===== src/rtl/fft_seq_pkg.sv =====
// fft_seq_pkg: shared states, error bit positions and default sizes for the FFT frame sequencer.
package fft_seq_pkg;
    localparam int WIDTH_DEF         = 9;
    localparam int LANES_DEF         = 16;
    localparam int BEATS_DEF         = 32;
    localparam int DRAIN_TIMEOUT_DEF = 64;
    localparam int ERR_UNDERFLOW     = 0;
    localparam int ERR_LENGTH        = 1;
    localparam int ERR_TIMEOUT       = 2;
    typedef enum logic [1:0] {IDLE, FILL, DRAIN, DONE} state_e;
    typedef logic signed [WIDTH_DEF-1:0] sample_t;
    typedef sample_t [LANES_DEF-1:0] lane_vec_t;
endpackage


===== src/rtl/fft_seq_beat_reg.sv =====
// fft_seq_beat_reg: registered multi-lane I/Q capture; loads zeros whenever no beat is taken.
module fft_seq_beat_reg #(
    parameter int LANES = 16,
    parameter int WIDTH = 9
) (
    input  logic                                clk,
    input  logic                                rst,
    input  logic                                ld_i,
    input  logic signed [LANES-1:0][WIDTH-1:0] i_i,
    input  logic signed [LANES-1:0][WIDTH-1:0] q_i,
    output logic signed [LANES-1:0][WIDTH-1:0] i_o,
    output logic signed [LANES-1:0][WIDTH-1:0] q_o
);
    always_ff @(posedge clk or posedge rst) begin
        if (rst) begin
            i_o <= '0;
            q_o <= '0;
        end else begin
            i_o <= ld_i ? i_i : '0;
            q_o <= ld_i ? q_i : '0;
        end
    end
endmodule


===== src/rtl/fft_frame_seq.sv =====
// fft_frame_seq: packages a valid/ready sample stream into fixed-length frames for the stage-0
// butterfly, counts returned output beats and reports per-frame errors.
module fft_frame_seq
    import fft_seq_pkg::*;
#(
    parameter int WIDTH         = WIDTH_DEF,
    parameter int LANES         = LANES_DEF,
    parameter int BEATS         = BEATS_DEF,
    parameter int DRAIN_TIMEOUT = DRAIN_TIMEOUT_DEF
) (
    input  logic                                clk,
    input  logic                                rst,
    input  logic                                enable,
    input  logic                                s_valid,
    output logic                                s_ready,
    input  logic                                s_last,
    input  logic signed [LANES-1:0][WIDTH-1:0] s_i,
    input  logic signed [LANES-1:0][WIDTH-1:0] s_q,
    output logic signed [LANES-1:0][WIDTH-1:0] in_i,
    output logic signed [LANES-1:0][WIDTH-1:0] in_q,
    output logic                                din_valid,
    input  logic                                shift_01_valid,
    output logic                                busy,
    output logic                                frame_done,
    output logic [2:0]                          frame_err,
    output logic [15:0]                         frame_cnt
);
    localparam int BW = $clog2(BEATS);
    localparam int OW = $clog2(BEATS + 1);
    localparam int TW = $clog2(DRAIN_TIMEOUT + 1);
    localparam logic [BW-1:0] LAST_BEAT = BW'(BEATS - 1);
    localparam logic [OW-1:0] ALL_OUT   = OW'(BEATS);
    localparam logic [TW-1:0] TMO_LAST  = TW'(DRAIN_TIMEOUT - 1);
    state_e        state_q, state_d;
    logic [BW-1:0] beat_q, beat_d;
    logic [OW-1:0] out_q, out_d;
    logic [TW-1:0] tmr_q, tmr_d;
    logic [2:0]    err_q, err_d;
    logic [15:0]   frame_cnt_q, frame_cnt_d;
    logic          dv_q, rdy_q, busy_q, done_q;
    logic          fill, out_full;
    always_comb begin
        state_d     = state_q;
        beat_d      = beat_q;
        tmr_d       = tmr_q;
        err_d       = err_q;
        frame_cnt_d = frame_cnt_q;
        fill        = state_q == FILL;
        out_full    = out_q == ALL_OUT;
        out_d       = (state_q != IDLE && shift_01_valid && !out_full) ? out_q + 1'b1 : out_q;
        case (state_q)
            IDLE: if (enable && s_valid) begin
                state_d = FILL;
                err_d   = '0;
                beat_d  = '0;
                out_d   = '0;
            end
            FILL: begin
                beat_d = beat_q + 1'b1;
                if (!s_valid) err_d[ERR_UNDERFLOW] = 1'b1;
                // s_last must coincide exactly with the final beat of the frame
                if (s_valid && (s_last != (beat_q == LAST_BEAT))) err_d[ERR_LENGTH] = 1'b1;
                if (beat_q == LAST_BEAT) begin
                    state_d = DRAIN;
                    tmr_d   = '0;
                end
            end
            DRAIN: begin
                tmr_d = tmr_q + 1'b1;
                if (out_full || tmr_q == TMO_LAST) begin
                    state_d            = DONE;
                    frame_cnt_d        = frame_cnt_q + 1'b1;
                    err_d[ERR_TIMEOUT] = !out_full;
                end
            end
            default: state_d = IDLE;
        endcase
    end
    always_ff @(posedge clk or posedge rst) begin
        if (rst) begin
            state_q     <= IDLE;
            beat_q      <= '0;
            out_q       <= '0;
            tmr_q       <= '0;
            err_q       <= '0;
            frame_cnt_q <= '0;
            dv_q        <= 1'b0;
            rdy_q       <= 1'b0;
            busy_q      <= 1'b0;
            done_q      <= 1'b0;
        end else begin
            state_q     <= state_d;
            beat_q      <= beat_d;
            out_q       <= out_d;
            tmr_q       <= tmr_d;
            err_q       <= err_d;
            frame_cnt_q <= frame_cnt_d;
            dv_q        <= fill;
            rdy_q       <= state_d == FILL;
            busy_q      <= state_d != IDLE;
            done_q      <= state_d == DONE;
        end
    end
    fft_seq_beat_reg #(.LANES(LANES), .WIDTH(WIDTH)) u_beat (
        .clk (clk),
        .rst (rst),
        .ld_i(fill && s_valid),
        .i_i (s_i),
        .q_i (s_q),
        .i_o (in_i),
        .q_o (in_q)
    );
    assign s_ready    = rdy_q;
    assign din_valid  = dv_q;
    assign busy       = busy_q;
    assign frame_done = done_q;
    assign frame_err  = err_q;
    assign frame_cnt  = frame_cnt_q;
endmodule


===== config.mk =====
export PLATFORM = sky130hd
export DESIGN_NAME = fft_frame_seq
export DESIGN_NICKNAME = d
export VERILOG_FILES = /design/src/rtl/fft_seq_pkg.sv /design/src/rtl/fft_seq_beat_reg.sv /design/src/rtl/fft_frame_seq.sv
export SDC_FILE = /design/constraint.sdc
export NUM_CORES = 1
export LEC_CHECK = 0
export CORE_AREA = 4 4 234 236
export DETAILED_ROUTE_END_ITERATION = 10
export DIE_AREA = 0 0 238 240
export PLACE_DENSITY = 0.55
export SETUP_SLACK_MARGIN = 0.4
export SLEW_MARGIN = 20
export SYNTH_ARGS = -nofsm -noshare
export SYNTH_HDL_FRONTEND = slang
export SYNTH_SLANG_ARGS = --single-unit

===== constraint.sdc =====
create_clock -name clk -period 37.8 [get_ports clk]
set_clock_uncertainty 0.1 [all_clocks]
set_input_delay 11.34 -clock clk [delete_from_list [all_inputs] [get_ports clk]]
set_output_delay 11.34 -clock clk [all_outputs]
set_load 0.005 [all_outputs]

Run 1, sizing map:
Scale bar: 50 microns.
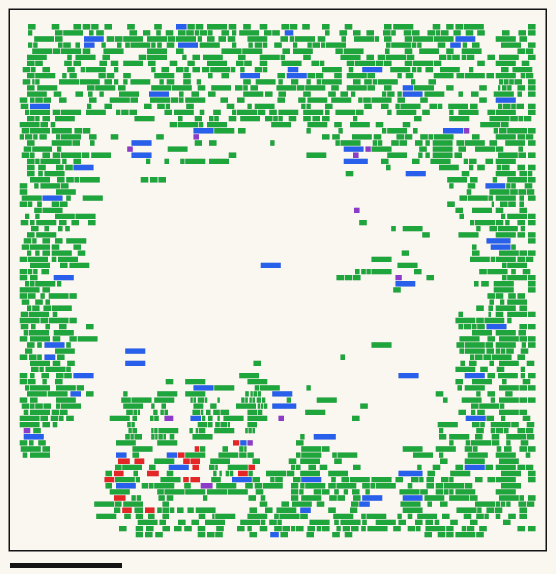
color	size	cells	share
blue	drive 6 and up	61	4.3%
red	drive 2	18	1.3%
purple	drive 3 to 4	12	0.84%
green	drive 1 or less	1341	94%

Run 1, selected gate families:
Scale bar: 50 microns.
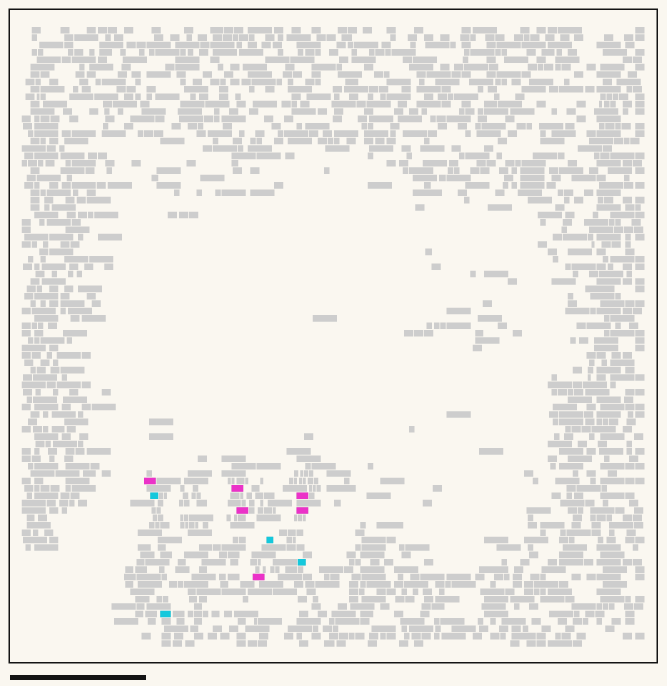
color	family	cells
cyan	AND-OR and OR-AND gates	4
magenta	adder and majority cells	6

==> GITHUB_STEP_SUMMARY, run 1 <==
## Synthesis and layout report

| Metric | Value |
|---|---|
| Vias in the first global route | `~9200` |
| DRC | `0` |
| Setup repair bufs after CTS | `0` |
| Crit path launch type | `input pin` |
| # diodes | `7` |
| Top-area cell share | `72.7%` |
| Nets | `around 1700` |
| Avg Cell Area, Syn | `between 10 and 15 sq um` |
| Simple-Gate Fraction of Synth Area | `between 10% and 20%` |
| Final cycle utilization of the critical path | `between 30% and 40%` |
| Clk_lat worst skew | `approximately 530 ps` |
| RSZ-0062 raised after global routing | `no` |
| Synth Area in Adders | `less than 1%` |
| DRT Pass-1 Iters | `5` |
| Worst slew margin | `between 20 and 30%` |
| Non-clock buffer share | `approximately a third` |
| Util after Layout | `about 37%` |
| Final Power | `1.09 mW` |
| Biggest Area Class | `sequential cells` |
| Max power group | `sequential cells` |
| Clock buf/inv share | `6.95%` |
| CP max FO | `approximately 130` |
| CP cell instances | `clkdlybuf4s50_1, inv_8, buf_4` |
| Status | `finished clean` |
| Placed cell area | `0.0181 sq mm` |
Run 1, cell classes on the final placement:
Scale bar: 50 microns.
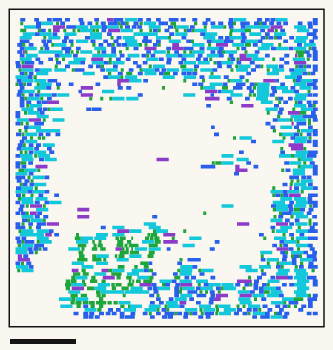
color	class	cells	share of their area
purple	clock drivers and dummy loads	64	7.3%
blue	other buffers and delay cells	612	33%
cyan	flops	331	45%
green	all other logic	425	15%

Run 1, routing congestion map:
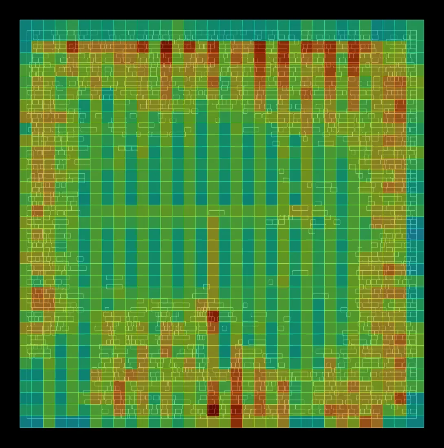

==> run 2, diff against run 1 <==
--- a/config.mk
+++ b/config.mk
@@ -5,9 +5,9 @@
 export SDC_FILE = /design/constraint.sdc
 export NUM_CORES = 1
 export LEC_CHECK = 0
-export CORE_AREA = 4 4 234 236
+export CORE_AREA = 4 4 235 237
 export DETAILED_ROUTE_END_ITERATION = 10
-export DIE_AREA = 0 0 238 240
+export DIE_AREA = 0 0 239 241
 export PLACE_DENSITY = 0.55
 export SETUP_SLACK_MARGIN = 0.4
 export SLEW_MARGIN = 20
==> constraint.sdc (replaced) <==
create_clock -name clk -period 13.36 [get_ports clk]
set_clock_uncertainty 0.1 [all_clocks]
set_input_delay 4.008 -clock clk [delete_from_list [all_inputs] [get_ports clk]]
set_output_delay 4.008 -clock clk [all_outputs]
set_load 0.005 [all_outputs]
Run 2, routing congestion map:
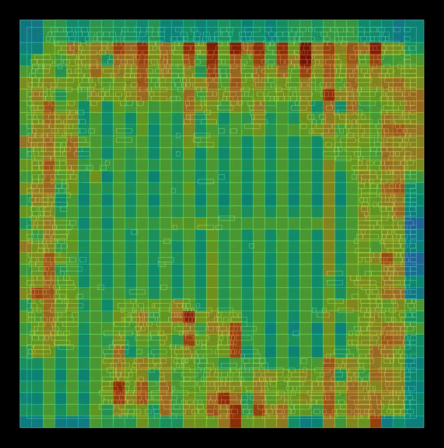
met2 usage: 22.0%
Avg WL per Cell: 19.1 microns
met1 Usage GRT: 15.3%
Most Crowded Layer GR: met2

==> GITHUB_STEP_SUMMARY, run 2 <==
## Synthesis and layout report

| Metric | Value |
|---|---|
| Status | `finished clean` |
| Final Power | `between 3 and 4 mW` |
| Top-area cell share | `between 70 and 80%` |
| CP cell instances | `clkdlybuf4s50_1, clkinvlp_4, buf_4, buf_12` |
| Clock buf/inv share | `under 10%` |
| # diodes | `5` |
| Max power group | `sequential cells` |
| Worst slew margin | `32.3%` |
| Clk_lat worst skew | `between 500 and 600 ps` |
| Final cycle utilization of the critical path | `44.7%` |
| Avg Cell Area, Syn | `roughly 14 sq um` |
| Biggest Area Class | `sequential cells` |
| DRC | `0` |
| Max Cap Violations | `0` |
| Setup repair bufs after CTS | `0` |
| RSZ-0062 raised after global routing | `no` |
| Util after Layout | `36.4%` |
| DRT Pass-1 Iters | `4` |
| CP max FO | `135` |
| Placed cell area | `approximately 0.018 sq mm` |
| Crit path launch type | `input pin` |
| Vias in the first global route | `9109` |
| Non-clock buffer share | `around a third` |
| Synth Area in Adders | `less than 1%` |
Power and IR drop assume default switching activity.
